==> src/rtl/nic_pe_port_if.sv <==
// PE register bus plus router local-port handshakes for the NIC.
// slave = NIC view; master = the PE/router side driving it.
interface nic_pe_port_if #(
   parameter int DATA_WIDTH = 64
);
   logic [1:0]            addr;
   logic [DATA_WIDTH-1:0] d_in;
   logic [DATA_WIDTH-1:0] d_out;
   logic                  nicEn;
   logic                  nicWrEn;
   logic                  net_so;
   logic                  net_ro;
   logic [DATA_WIDTH-1:0] net_do;
   logic                  net_si;
   logic                  net_ri;
   logic [DATA_WIDTH-1:0] net_di;
   logic                  net_polarity;

   modport slave (
      input  addr, d_in, nicEn, nicWrEn, net_ro, net_si, net_di, net_polarity,
      output d_out, net_so, net_do, net_ri
   );

   modport master (
      output addr, d_in, nicEn, nicWrEn, net_ro, net_si, net_di, net_polarity,
      input  d_out, net_so, net_do, net_ri
   );
endinterface

==> src/rtl/nic_pe_port.sv <==
// NIC between a PE and the router local port; one-entry inject/eject buffers, d_out 1 cycle after a read.
// Inject waits on net_ro and VC/polarity match; eject is held off by net_ri until the PE reads addr 0.
module nic_pe_port #(
   parameter int DATA_WIDTH = 64
) (
   input  logic                 clk,
   input  logic                 reset,
   nic_pe_port_if.slave         bus
);
   logic [DATA_WIDTH-1:0] in_buf_q,  in_buf_d;
   logic                  in_full_q, in_full_d;
   logic [DATA_WIDTH-1:0] out_buf_q, out_buf_d;
   logic                  out_full_q, out_full_d;
   logic                  drop_q,    drop_d;
   logic [DATA_WIDTH-1:0] d_out_q,   d_out_d;

   logic pe_wr;
   logic pe_rd;
   logic net_so;

   assign pe_wr  = bus.nicEn & bus.nicWrEn;
   assign pe_rd  = bus.nicEn & ~bus.nicWrEn;
   // A packet may only leave in the router phase that matches its VC bit.
   assign net_so = out_full_q & bus.net_ro & (out_buf_q[DATA_WIDTH-1] == bus.net_polarity);

   assign bus.net_so = net_so;
   assign bus.net_do = out_buf_q;
   assign bus.net_ri = ~in_full_q;
   assign bus.d_out  = d_out_q;

   always_comb begin
      in_buf_d   = in_buf_q;
      in_full_d  = in_full_q;
      out_buf_d  = out_buf_q;
      out_full_d = out_full_q;
      drop_d     = drop_q;
      d_out_d    = '0;

      if (net_so)
         out_full_d = 1'b0;

      // A write landing on the same edge as a send still sees a full buffer and is dropped.
      if (pe_wr && bus.addr == 2'd2) begin
         if (out_full_q) begin
            drop_d = 1'b1;
         end else begin
            out_buf_d  = bus.d_in;
            out_full_d = 1'b1;
         end
      end

      if (bus.net_si && !in_full_q) begin
         in_buf_d  = bus.net_di;
         in_full_d = 1'b1;
      end

      if (pe_rd) begin
         case (bus.addr)
            2'd0: begin
               d_out_d = in_buf_q;
               if (in_full_q)
                  in_full_d = 1'b0;
            end
            2'd1: d_out_d = {{(DATA_WIDTH-1){1'b0}}, in_full_q};
            2'd2: d_out_d = out_buf_q;
            default: begin
               d_out_d = {{(DATA_WIDTH-2){1'b0}}, drop_q, out_full_q};
               drop_d  = 1'b0;
            end
         endcase
      end
   end

   always_ff @(posedge clk) begin
      if (reset) begin
         in_buf_q   <= '0;
         in_full_q  <= 1'b0;
         out_buf_q  <= '0;
         out_full_q <= 1'b0;
         drop_q     <= 1'b0;
         d_out_q    <= '0;
      end else begin
         in_buf_q   <= in_buf_d;
         in_full_q  <= in_full_d;
         out_buf_q  <= out_buf_d;
         out_full_q <= out_full_d;
         drop_q     <= drop_d;
         d_out_q    <= d_out_d;
      end
   end
endmodule

==> src/flat_wrapper.sv <==
// flat-port wrapper written by rule: the top's interface ports become plain ports
module nic_pe_port_flat 
#(
   parameter int DATA_WIDTH = 64
)
  (clk, reset, bus_addr, bus_d_in, bus_nicEn, bus_nicWrEn, bus_net_ro, bus_net_si, bus_net_di, bus_net_polarity, bus_d_out, bus_net_so, bus_net_do, bus_net_ri);
  nic_pe_port_if #(.DATA_WIDTH(DATA_WIDTH)) bus_i ();
  input  logic clk;
  input  logic reset;
  input wire logic [$bits(bus_i.addr)-1:0] bus_addr;
  input wire logic [$bits(bus_i.d_in)-1:0] bus_d_in;
  input wire logic [$bits(bus_i.nicEn)-1:0] bus_nicEn;
  input wire logic [$bits(bus_i.nicWrEn)-1:0] bus_nicWrEn;
  input wire logic [$bits(bus_i.net_ro)-1:0] bus_net_ro;
  input wire logic [$bits(bus_i.net_si)-1:0] bus_net_si;
  input wire logic [$bits(bus_i.net_di)-1:0] bus_net_di;
  input wire logic [$bits(bus_i.net_polarity)-1:0] bus_net_polarity;
  output wire logic [$bits(bus_i.d_out)-1:0] bus_d_out;
  output wire logic [$bits(bus_i.net_so)-1:0] bus_net_so;
  output wire logic [$bits(bus_i.net_do)-1:0] bus_net_do;
  output wire logic [$bits(bus_i.net_ri)-1:0] bus_net_ri;
  assign bus_i.addr = bus_addr;
  assign bus_i.d_in = bus_d_in;
  assign bus_i.nicEn = bus_nicEn;
  assign bus_i.nicWrEn = bus_nicWrEn;
  assign bus_i.net_ro = bus_net_ro;
  assign bus_i.net_si = bus_net_si;
  assign bus_i.net_di = bus_net_di;
  assign bus_i.net_polarity = bus_net_polarity;
  assign bus_d_out = bus_i.d_out;
  assign bus_net_so = bus_i.net_so;
  assign bus_net_do = bus_i.net_do;
  assign bus_net_ri = bus_i.net_ri;
  nic_pe_port #(.DATA_WIDTH(DATA_WIDTH)) u_core (.clk(clk), .reset(reset), .bus(bus_i));
endmodule
==> config.mk <==
export PLATFORM = sky130hd
export DESIGN_NAME = nic_pe_port_flat
export DESIGN_NICKNAME = d
export VERILOG_FILES = /design/src/rtl/nic_pe_port_if.sv /design/src/rtl/nic_pe_port.sv /design/src/flat_wrapper.sv
export SDC_FILE = /design/constraint.sdc
export NUM_CORES = 1
export LEC_CHECK = 0
export CORE_UTILIZATION = 48
export DETAILED_ROUTE_END_ITERATION = 16
export PLACE_DENSITY = 0.86
export SLEW_MARGIN = 0
export SYNTH_ARGS = -nofsm -noshare
export SYNTH_HDL_FRONTEND = slang
export SYNTH_SLANG_ARGS = --single-unit
==> constraint.sdc <==
create_clock -name clk -period 2.3 [get_ports clk]
set_clock_uncertainty 0.15 [all_clocks]
set_input_delay 0.575 -clock clk [delete_from_list [all_inputs] [get_ports clk]]
set_output_delay 0.575 -clock clk [all_outputs]
set_load 0.01 [all_outputs]
==> images/met1.png <==
Scale: 4 px per um. Supply wires on this layer in grey. Cells faint in the background.
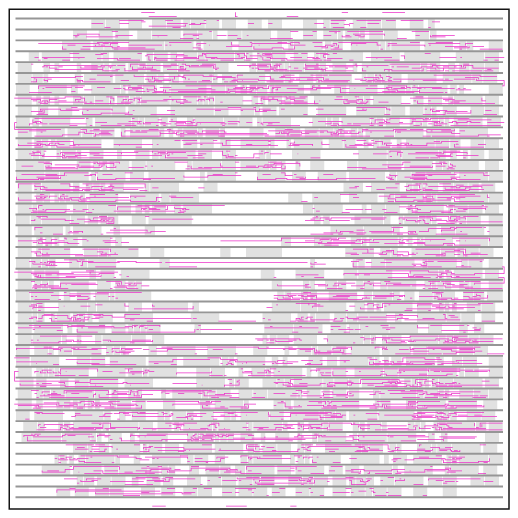
main direction: horizontal
share of all routed wire: 40%

==> images/met3.png <==
Scale: 3 px per um. Cells faint in the background.
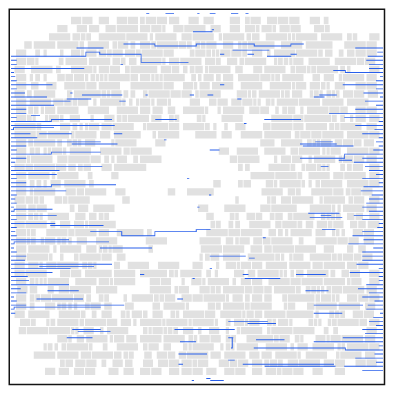
main direction: horizontal
nets with wire on the layer: 186
longest straight run: 34.3 um
Routed WL: 21.3 mm
M3 GR Usage: 8.85%
via count: 6,632

==> images/met4.png <==
Scale: 4 px per um. Supply wires on this layer in grey.
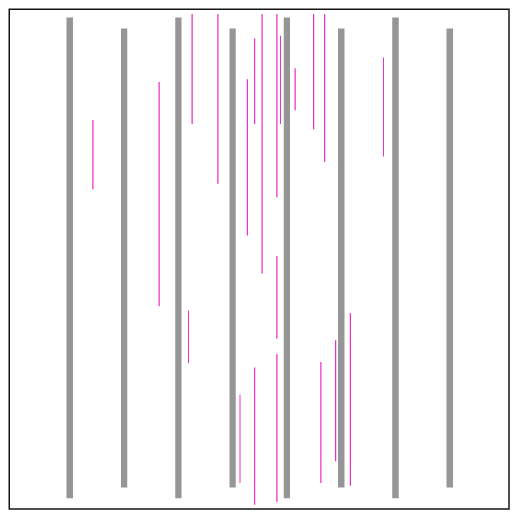
main direction: vertical
wire length on this layer: 662 um
share of all routed wire: 3.1%

-- stage by stage --
stage                     setup WS, ns  power (uW)
after floorplan                  0.531        3930
after CTS                       0.0836        7240
after detailed placement        -0.409        4360
final                            0.107        7210
after global routing            0.0502        7460
after global placement          -0.410        4350
-- kinds of logic (layout without fill, tap and decap cells) --
kind of cell,Yosys count,count (layout),share of synthesized area [%]
compound gates,197,197,13.8
xor+xnor,1,1,0.122
buf+inv,73,319,4.86
flops,195,195,54.2
mux,64,64,9.08
other cells,0,2,0
simple gates,269,269,18.0
-- timing repair --
| item | 4_1_cts | 5_1_grt |
|---|---|---|
| setup endpoints to repair | 1 | 0 |
| resized | 5 | 0 |
| buffers inserted | 1 | 0 |
==> flow_summary.json <==
{
  "logic_gates": 531,
  "sh_seq_area_pct": 36.7,
  "p_comb_share_pct": 10.5,
  "gr-usage-met1_pct": 32.9,
  "layout_top_cell": "clkdlybuf4s50_1",
  "max-vdd-ir-drop_v": 0.000482,
  "drt_iter0_drc": 464,
  "rr_worst_depth": 3,
  "fin_util_pct": 72.9,
  "worst-path-stages": 3,
  "yosys_area_mm2": 0.00721,
  "max_freq_mhz": 456,
  "portBuffers": 266,
  "max-clock-path-buffers": 2,
  "diodes": 2,
  "syn_nets": 936,
  "worst-path-buf-inv": 1,
  "crit_path_end_kind": "output pin",
  "floorplan.core_util_pct": 49.4,
  "cts-root-buf": "clkbuf_16",
  "ys_cells": 799,
  "worst_ep_arrival_time_ns": 1.47,
  "leakagePower_uw": 0.00384,
  "maxCapViolCount": 0,
  "setup_viol": 0,
  "layoutNonFillerInstCount": 1231,
  "dieHeight_um": 125,
  "ios": 267,
  "nClkBuffers": 19,
  "drive_gt1_share_pct": 6.32,
  "finalHoldViolCount": 0,
  "synth.most_common_cell": "dfxtp_1",
  "clock_power_share_pct": 40.4,
  "fin_worst_hold_slack_ns": 0.305,
  "dieWidth_um": 125,
  "min_to": "u_core.in_buf_q[4]$_SDFFE_PP0P_",
  "grt_antenna_before_repair": 2,
  "grt_overflow_total": 0,
  "synth_warnings": 0,
  "cts_hold_buf": 0,
  "finalMaxSlewViolations": 0,
  "place.gp.congestion": 0.805,
  "status": "complete, no violations",
  "ys_top_cells_by_count": "195 x dfxtp_1, 130 x a21oi_1, 129 x nand2_1, 64 x nand3b_1, 62 x mux2i_1",
  "cp-start-kind": "flop",
  "cts_tree": "done",
  "met2_usage_pct": 45.5,
  "synth_flop_count": 195,
  "nNonClkBuffers": 287,
  "numCtsBuffers": 17,
  "ys_seq_share_pct": 54.2,
  "grt_pass1_vias": 6436,
  "switching_share_pct": 23.4,
  "rsz0062_at_grt": "false",
  "comb_area_mm2": 0.00297,
  "powerDensity_mw_per_mm2": 678,
  "ant_nets": 0,
  "async_flop_share_pct": 0,
  "clk_pin_slew_ns": 0.06,
  "critPathKind": "reg -> out",
  "inv_count": 1,
  "met1_length_mm": 8.47
}
Power figures rest on the tool's default switching activity, not on a simulated workload.
